Run 1, cell area per tile:
Scale: 3 px per um. The die is cut into 11 by 12 equal tiles; dark blue is low, red is high, 0 to 100% covered.
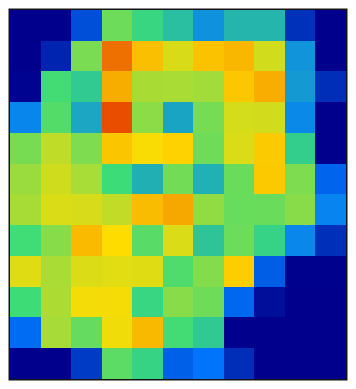
Run 1, wires at chosen ports, followed through buffers:
Scale: 2 px per um.
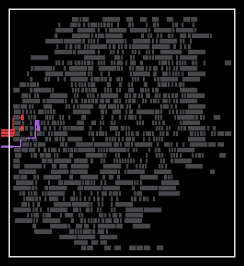
Run 1, signal wires on met4:
Scale: 3 px per um. Supply wires on this layer in gray.
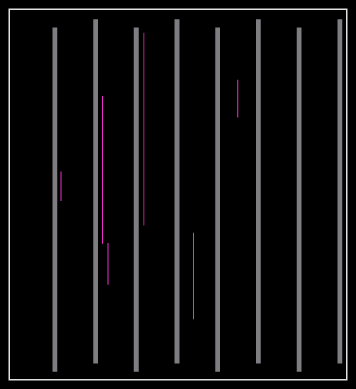
Run 1, clock wires, drivers and flops:
Scale: 3 px per um.
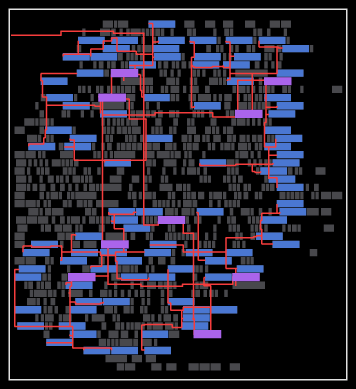
===== src/rtl/ldd_seq_ctrl_pkg.sv =====
// Shared types for the LDD enable sequencer: state encoding and the
// state-to-enable decode used to register the driver pins.
package ldd_pkg;

  typedef enum logic [2:0] {
    ST_IDLE     = 3'd0,
    ST_OSC_ON   = 3'd1,
    ST_DIS_ON   = 3'd2,
    ST_WAIT_WIN = 3'd3,
    ST_EMIT     = 3'd4,
    ST_OUT_OFF  = 3'd5,
    ST_DIS_OFF  = 3'd6,
    ST_FAULT    = 3'd7
  } ldd_state_e;

  typedef struct packed {
    logic oscea;
    logic disea;
    logic outea;
    logic rdisn;
  } ldd_en_t;

  // The discharge line is released exactly while the oscillator is enabled.
  function automatic ldd_en_t ldd_decode(input ldd_state_e s);
    ldd_en_t en;
    en.oscea = (s != ST_IDLE) && (s != ST_FAULT);
    en.disea = (s == ST_DIS_ON) || (s == ST_WAIT_WIN) || (s == ST_EMIT) || (s == ST_OUT_OFF);
    en.outea = (s == ST_EMIT);
    en.rdisn = en.oscea;
    return en;
  endfunction

endpackage


===== src/rtl/ldd_seq_ctrl_if.sv =====
// Command/status bundle between the PS GPIO bank (master) and the LDD
// sequencer (slave), including the gate-controller window status.
interface ldd_seq_ctrl_if #(
  parameter int CNT_W = 32,
  parameter int TOP_W = 3
);

  logic             cmd_open;
  logic             cmd_close;
  logic [CNT_W-1:0] cmd_plus;
  logic             fault_in;
  logic [TOP_W-1:0] wdis;

  logic             ldd_oscea;
  logic             ldd_disea;
  logic             ldd_outea;
  logic             ldd_rdisn;
  logic             busy;
  logic             done;
  logic             err_to;
  logic             fault;
  logic [2:0]       state;

  modport master (
    output cmd_open, cmd_close, cmd_plus, fault_in, wdis,
    input  ldd_oscea, ldd_disea, ldd_outea, ldd_rdisn,
    input  busy, done, err_to, fault, state
  );

  modport slave (
    input  cmd_open, cmd_close, cmd_plus, fault_in, wdis,
    output ldd_oscea, ldd_disea, ldd_outea, ldd_rdisn,
    output busy, done, err_to, fault, state
  );

endinterface


===== src/rtl/ldd_dwell_cnt.sv =====
// Loadable down-counter with a zero flag; holds at zero until reloaded.
module ldd_dwell_cnt #(
  parameter int W = 8
) (
  input  logic         clk,
  input  logic         rst,
  input  logic         load,
  input  logic [W-1:0] load_val,
  output logic         zero
);

  logic [W-1:0] cnt;

  always_ff @(posedge clk or posedge rst) begin
    if (rst) begin
      cnt <= '0;
    end else if (load) begin
      cnt <= load_val;
    end else if (cnt != '0) begin
      cnt <= cnt - W'(1);
    end
  end

  assign zero = (cnt == '0);

endmodule


===== src/rtl/ldd_seq_ctrl.sv =====
// Timed, interlocked power-up/power-down sequencer for the LDD enables,
// gating emission on the window status and limiting it to a pulse length.
module ldd_seq_ctrl
  import ldd_pkg::*;
#(
  parameter int CNT_W      = 32,
  parameter int TOP_W      = 3,
  parameter int SETTLE_CYC = 125,
  parameter int WIN_TO     = 12500
) (
  input logic           clk125,
  input logic           rst,
  ldd_seq_ctrl_if.slave bus
);

  localparam int DW = (SETTLE_CYC > 1) ? $clog2(SETTLE_CYC) : 1;
  localparam int TW = $clog2(WIN_TO + 1);
  localparam logic [DW-1:0] SETTLE_INIT = DW'(SETTLE_CYC - 1);
  localparam logic [TW-1:0] TO_LAST     = TW'(WIN_TO - 1);

  ldd_state_e       state, state_next;
  ldd_en_t          en_q;
  logic [CNT_W-1:0] plus_lat;
  logic [CNT_W-1:0] pulse_cnt;
  logic [TW-1:0]    to_cnt;
  logic             dwell_zero;
  logic             opened;
  logic             pulse_end;
  logic             accept_open;
  logic             win_timeout;
  logic             done_q;
  logic             err_q;

  assign opened    = |bus.wdis;
  assign pulse_end = (plus_lat != '0) && (pulse_cnt == CNT_W'(1));

  // Every state entry restarts the settle dwell.
  ldd_dwell_cnt #(.W(DW)) u_dwell (
    .clk      (clk125),
    .rst      (rst),
    .load     (state_next != state),
    .load_val (SETTLE_INIT),
    .zero     (dwell_zero)
  );

  always_ff @(posedge clk125 or posedge rst) begin
    if (rst) begin
      state <= ST_IDLE;
    end else begin
      state <= state_next;
    end
  end

  // Fault overrides everything; close beats open and window events.
  always_comb begin
    state_next  = state;
    accept_open = 1'b0;
    win_timeout = 1'b0;
    if (bus.fault_in) begin
      state_next = ST_FAULT;
    end else begin
      case (state)
        ST_IDLE: begin
          if (bus.cmd_open && !bus.cmd_close) begin
            state_next  = ST_OSC_ON;
            accept_open = 1'b1;
          end
        end
        ST_OSC_ON: begin
          if (bus.cmd_close)   state_next = ST_DIS_OFF;
          else if (dwell_zero) state_next = ST_DIS_ON;
        end
        ST_DIS_ON: begin
          if (bus.cmd_close)   state_next = ST_OUT_OFF;
          else if (dwell_zero) state_next = ST_WAIT_WIN;
        end
        ST_WAIT_WIN: begin
          if (bus.cmd_close) begin
            state_next = ST_OUT_OFF;
          end else if (opened) begin
            state_next = ST_EMIT;
          end else if (to_cnt == TO_LAST) begin
            state_next  = ST_OUT_OFF;
            win_timeout = 1'b1;
          end
        end
        ST_EMIT: begin
          if (bus.cmd_close || !opened || pulse_end) state_next = ST_OUT_OFF;
        end
        ST_OUT_OFF: begin
          if (dwell_zero) state_next = ST_DIS_OFF;
        end
        ST_DIS_OFF: begin
          if (dwell_zero) state_next = ST_IDLE;
        end
        ST_FAULT: begin
          if (bus.cmd_close) state_next = ST_IDLE;
        end
        default: state_next = ST_IDLE;
      endcase
    end
  end

  // Pins and flags are registered from the next state so they move with it.
  always_ff @(posedge clk125 or posedge rst) begin
    if (rst) begin
      en_q   <= '0;
      done_q <= 1'b0;
      err_q  <= 1'b0;
    end else begin
      en_q   <= ldd_decode(state_next);
      done_q <= (state == ST_DIS_OFF) && (state_next == ST_IDLE);
      if (accept_open)      err_q <= 1'b0;
      else if (win_timeout) err_q <= 1'b1;
    end
  end

  always_ff @(posedge clk125 or posedge rst) begin
    if (rst) begin
      plus_lat  <= '0;
      pulse_cnt <= '0;
      to_cnt    <= '0;
    end else begin
      if (accept_open) plus_lat <= bus.cmd_plus;
      if ((state == ST_WAIT_WIN) && (state_next == ST_EMIT)) begin
        pulse_cnt <= plus_lat;
      end else if ((state == ST_EMIT) && (pulse_cnt != '0)) begin
        pulse_cnt <= pulse_cnt - CNT_W'(1);
      end
      if ((state == ST_WAIT_WIN) && (state_next == ST_WAIT_WIN)) to_cnt <= to_cnt + TW'(1);
      else                                                      to_cnt <= '0;
    end
  end

  assign bus.ldd_oscea = en_q.oscea;
  assign bus.ldd_disea = en_q.disea;
  assign bus.ldd_outea = en_q.outea;
  assign bus.ldd_rdisn = en_q.rdisn;
  assign bus.busy      = (state != ST_IDLE) && (state != ST_FAULT);
  assign bus.fault     = (state == ST_FAULT);
  assign bus.done      = done_q;
  assign bus.err_to    = err_q;
  assign bus.state     = state;

endmodule


===== src/flat_wrapper.sv =====
// flat-port wrapper written by rule: the top's interface ports become plain ports
module ldd_seq_ctrl_flat import ldd_pkg::*;
#(
  parameter int CNT_W      = 32,
  parameter int TOP_W      = 3,
  parameter int SETTLE_CYC = 125,
  parameter int WIN_TO     = 12500
)
  (clk125, rst, bus_cmd_open, bus_cmd_close, bus_cmd_plus, bus_fault_in, bus_wdis, bus_ldd_oscea, bus_ldd_disea, bus_ldd_outea, bus_ldd_rdisn, bus_busy, bus_done, bus_err_to, bus_fault, bus_state);
  ldd_seq_ctrl_if #(.CNT_W(CNT_W), .TOP_W(TOP_W)) bus_i ();
  input logic clk125;
  input logic rst;
  input wire logic [$bits(bus_i.cmd_open)-1:0] bus_cmd_open;
  input wire logic [$bits(bus_i.cmd_close)-1:0] bus_cmd_close;
  input wire logic [$bits(bus_i.cmd_plus)-1:0] bus_cmd_plus;
  input wire logic [$bits(bus_i.fault_in)-1:0] bus_fault_in;
  input wire logic [$bits(bus_i.wdis)-1:0] bus_wdis;
  output wire logic [$bits(bus_i.ldd_oscea)-1:0] bus_ldd_oscea;
  output wire logic [$bits(bus_i.ldd_disea)-1:0] bus_ldd_disea;
  output wire logic [$bits(bus_i.ldd_outea)-1:0] bus_ldd_outea;
  output wire logic [$bits(bus_i.ldd_rdisn)-1:0] bus_ldd_rdisn;
  output wire logic [$bits(bus_i.busy)-1:0] bus_busy;
  output wire logic [$bits(bus_i.done)-1:0] bus_done;
  output wire logic [$bits(bus_i.err_to)-1:0] bus_err_to;
  output wire logic [$bits(bus_i.fault)-1:0] bus_fault;
  output wire logic [$bits(bus_i.state)-1:0] bus_state;
  assign bus_i.cmd_open = bus_cmd_open;
  assign bus_i.cmd_close = bus_cmd_close;
  assign bus_i.cmd_plus = bus_cmd_plus;
  assign bus_i.fault_in = bus_fault_in;
  assign bus_i.wdis = bus_wdis;
  assign bus_ldd_oscea = bus_i.ldd_oscea;
  assign bus_ldd_disea = bus_i.ldd_disea;
  assign bus_ldd_outea = bus_i.ldd_outea;
  assign bus_ldd_rdisn = bus_i.ldd_rdisn;
  assign bus_busy = bus_i.busy;
  assign bus_done = bus_i.done;
  assign bus_err_to = bus_i.err_to;
  assign bus_fault = bus_i.fault;
  assign bus_state = bus_i.state;
  ldd_seq_ctrl #(.CNT_W(CNT_W), .TOP_W(TOP_W), .SETTLE_CYC(SETTLE_CYC), .WIN_TO(WIN_TO)) u_core (.clk125(clk125), .rst(rst), .bus(bus_i));
endmodule

===== config.mk =====
export PLATFORM = sky130hd
export DESIGN_NAME = ldd_seq_ctrl_flat
export DESIGN_NICKNAME = d
export VERILOG_FILES = /design/src/rtl/ldd_seq_ctrl_pkg.sv /design/src/rtl/ldd_seq_ctrl_if.sv /design/src/rtl/ldd_dwell_cnt.sv /design/src/rtl/ldd_seq_ctrl.sv /design/src/flat_wrapper.sv
export SDC_FILE = /design/constraint.sdc
export NUM_CORES = 1
export LEC_CHECK = 0
export ABC_AREA = 1
export CAP_MARGIN = 25
export CORE_ASPECT_RATIO = 1.1
export CORE_UTILIZATION = 40
export CTS_CLUSTER_DIAMETER = 200
export DETAILED_ROUTE_END_ITERATION = 10
export HOLD_SLACK_MARGIN = 0.02
export PLACE_DENSITY = 0.7
export SLEW_MARGIN = 40
export SYNTH_ARGS = -nofsm -noshare
export SYNTH_HDL_FRONTEND = slang
export SYNTH_SLANG_ARGS = --single-unit

===== constraint.sdc =====
create_clock -name clk125 -period 2.7 [get_ports clk125]
set_clock_uncertainty 0.1 [all_clocks]
set_input_delay 0.405 -clock clk125 [delete_from_list [all_inputs] [get_ports clk125]]
set_output_delay 0.405 -clock clk125 [all_outputs]
set_load 0.005 [all_outputs]

==> results_slide.txt, run 1 <==
Physical Implementation Snapshot

Logic synthesis
  • XOR/XNOR Fraction of Synth Area: 0.0493
  • Distinct lib cells used: 37
  • Post-synth EDFFs: 0
  • Most used DFF post-synth: dfrtp_1

Run status
  • Status: complete, but fails checks
  • Failing checks: design-rule violations

Drt
  • Final antenna-violating net count: 0
  • Remaining DRCs: 3

Finish
  • Nets: 843
  • Final cell count without fillers: 960
  • Non-clock buffer share: 0.106
  • Layout area overhead: 21.8%

Place
  • Post-DP HPWL: 8.32 mm
  • Inst Count DP: 944
  • Placed instance area: 0.00611 mm^2

CTS
  • Clock root buffer: clkbuf_16
  • Latency at later pin: 350 ps

Setup path
  • Critical Path AT: 2580 ps

Pwr
  • Internal Pwr Total: 3810 uW
  • Sequential logic power: 2350 uW

Global routing
  • Antenna violations before repair: 0
  • Met1 GRT Util: 0.250
  • Vias in the first global route: 4299

Die
  • Tap cells: 157
  • Die y size: roughly 120 um

Worst hold path
  • Worst min-delay path endpoint: u_core.to_cnt[0]

Final timing
  • Final WS setup: 265 ps
  • Fin crit period: approximately 2400 ps
Back to the opening pictures, 'cell area per tile':
mean over tiles: 46%
emptiest ninth of the die: south-east
fullest tile: 91%
tiles over 75% full: 14%
nearly empty tiles: 16%

Back to the opening pictures, 'wires at chosen ports, followed through buffers':
[purple] bus_cmd_open | bits: 1 | direction: input | edge: west | end cells: 2 | buffers: 1 | wire: 21.6 um
[red] bus_wdis | bits: 3 | direction: input | edge: west | end cells: 2 | buffers: 3 | wire: 19.0 um

Back to the opening pictures, 'signal wires on met4':
share of all routed wire: 1.5%
nets with wire on the layer: 3

Back to the opening pictures, 'clock wires, drivers and flops':
[red] clock wires | length: 1200 um
[purple] cells driving clock nets | count: 9
[blue] flip-flops | count: 93
flops lie: widely spread
routed clock nets: 10

==> inputs of run 2 (changes only) <==
--- a/config.mk
+++ b/config.mk
@@ -9,6 +9,7 @@
 export CAP_MARGIN = 25
 export CORE_ASPECT_RATIO = 1.1
 export CORE_UTILIZATION = 40
+export CTS_BUF_LIST = sky130_fd_sc_hd__clkbuf_4 sky130_fd_sc_hd__clkbuf_8
 export CTS_CLUSTER_DIAMETER = 200
 export DETAILED_ROUTE_END_ITERATION = 10
 export HOLD_SLACK_MARGIN = 0.02
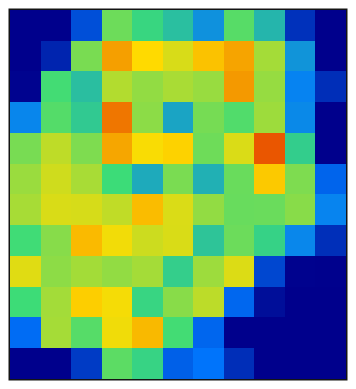
Run 2: cell area per tile
Scale: 3 px per um. The die is cut into 11 by 12 equal tiles; dark blue is low, red is high, 0 to 100% covered.
nearly empty tiles: 16%
emptiest ninth of the die: south-east
fullest tile: 90%
mean over tiles: 45%

==> results_slide.txt, run 2 <==
Physical Implementation Snapshot

Global routing
  • Antenna violations before repair: 0
  • Met1 GRT Util: 0.244
  • Vias in the first global route: 4265
  • First-pass GRT wire length: 20.0 mm

Setup path
  • Worst reg2reg path depth: 14
  • Crit. End Element: flop
  • Worst Path Required: 2870 ps
  • Critical Path AT: 2590 ps
  • Critical path cell sequence: inv_1, ha_1, nand3_1, nor2_2, o21ai_1, nor2_1, nand2_2, nor2_8, nand4_4, nor2_8, buf_4, nand2_1, nand2_1, nand2_1
  • Crit-path leading delay family: simple AND/OR/NAND/NOR gates
  • R2R Path Start: u_core.u_dwell.cnt[0]

Finish
  • Post-layout instance area: 0.00639 mm^2
  • Clkbuf count: 10
  • Final cell count without fillers: 960
  • Nets: 843
  • Layout area overhead: 19.9%
  • Non-clock buffer share: 0.108
  • Count of multi-input gates: 546
  • Gate Area: 0.00261 mm^2

Drt
  • Final antenna-violating net count: 0
  • Remaining DRCs: 3
  • Detailed Route WL: 11.7 mm

Pwr
  • PwrDens: 902 mW/mm^2
  • Sequential logic power: 2330 uW
  • Lkg Pwr: about 0.0031 uW
  • Internal Pwr Total: 3520 uW

Die
  • Die Wd: 112 um
  • Fp util: 0.416
  • Row count: roughly 43
  • Tap cells: 157
  • Die y size: 123 um

Logic synthesis
  • Syn Nets: 781
  • Most used DFF post-synth: dfrtp_1
  • Distinct lib cells used: 37
  • Simple-Gate Area Share: 0.358
  • XOR/XNOR Fraction of Synth Area: 0.0493
  • Post-synth EDFFs: 0

CTS
  • Latency at later pin: about 380 ps
  • CTS tree: done
  • Clock root buffer: clkbuf_8

Place
  • Place WS: 134 ps
  • Placed instance area: a little over 0.006 mm^2
  • Post-DP HPWL: 8.32 mm
  • Inst Count DP: between 900 and 1000

Run status
  • Failing checks: design-rule violations
  • Status: complete, but fails checks

Final timing
  • Fin crit period: 2420 ps
  • Final WS setup: approximately 280 ps
  • Final TNS setup: 0 ps

Worst hold path
  • Worst min-delay path endpoint: u_core.to_cnt[0]
==> inputs of run 3 (changes only) <==
--- a/config.mk
+++ b/config.mk
@@ -6,7 +6,7 @@
 export NUM_CORES = 1
 export LEC_CHECK = 0
 export ABC_AREA = 1
-export CAP_MARGIN = 25
+export CAP_MARGIN = 20
 export CORE_ASPECT_RATIO = 1.1
 export CORE_UTILIZATION = 40
 export CTS_BUF_LIST = sky130_fd_sc_hd__clkbuf_4 sky130_fd_sc_hd__clkbuf_8
@@ -14,6 +14,8 @@
 export DETAILED_ROUTE_END_ITERATION = 10
 export HOLD_SLACK_MARGIN = 0.02
 export PLACE_DENSITY = 0.7
+export SKIP_CTS_REPAIR_TIMING = 1
+export SKIP_LAST_GASP = 1
 export SLEW_MARGIN = 40
 export SYNTH_ARGS = -nofsm -noshare
 export SYNTH_HDL_FRONTEND = slang
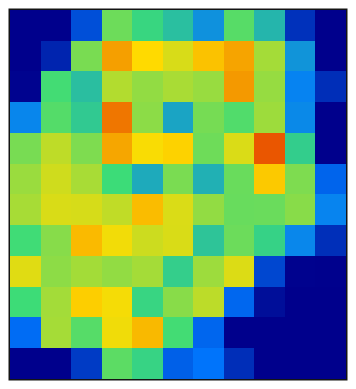
Run 3: cell area per tile
Scale: 3 px per um. The die is cut into 11 by 12 equal tiles; dark blue is low, red is high, 0 to 100% covered.
emptiest ninth of the die: south-east
nearly empty tiles: 16%
fullest tile: 90%
tiles over 75% full: 11%
mean over tiles: 45%

==> results_slide.txt, run 3 <==
Physical Implementation Snapshot

Pwr
  • Lkg Pwr: slightly above 0.003 uW
  • PwrDens: 902 mW/mm^2

Final timing
  • Final WS setup: 278 ps
  • Final TNS setup: 0 ps

Logic synthesis
  • Simple-Gate Area Share: 0.358
  • Most used DFF post-synth: dfrtp_1
  • Distinct lib cells used: 37

Setup path
  • Critical Path AT: 2590 ps
  • Critical path cell sequence: inv_1, ha_1, nand3_1, nor2_2, o21ai_1, nor2_1, nand2_2, nor2_8, nand4_4, nor2_8, buf_4, nand2_1, nand2_1, nand2_1
  • Crit. End Element: flop

Global routing
  • Antenna violations before repair: 0
  • Vias in the first global route: 4265

Finish
  • Count of multi-input gates: 546
  • Clkbuf count: 10
  • Gate Area: between 0.002 and 0.003 mm^2
  • Final cell count without fillers: around 960

CTS
  • Latency at later pin: 380 ps
  • CTS tree: done
  • Clock root buffer: clkbuf_8

Run status
  • Failing checks: design-rule violations
  • Status: complete, but fails checks

Drt
  • Remaining DRCs: 3
Power is estimated from default activity; no workload was simulated.
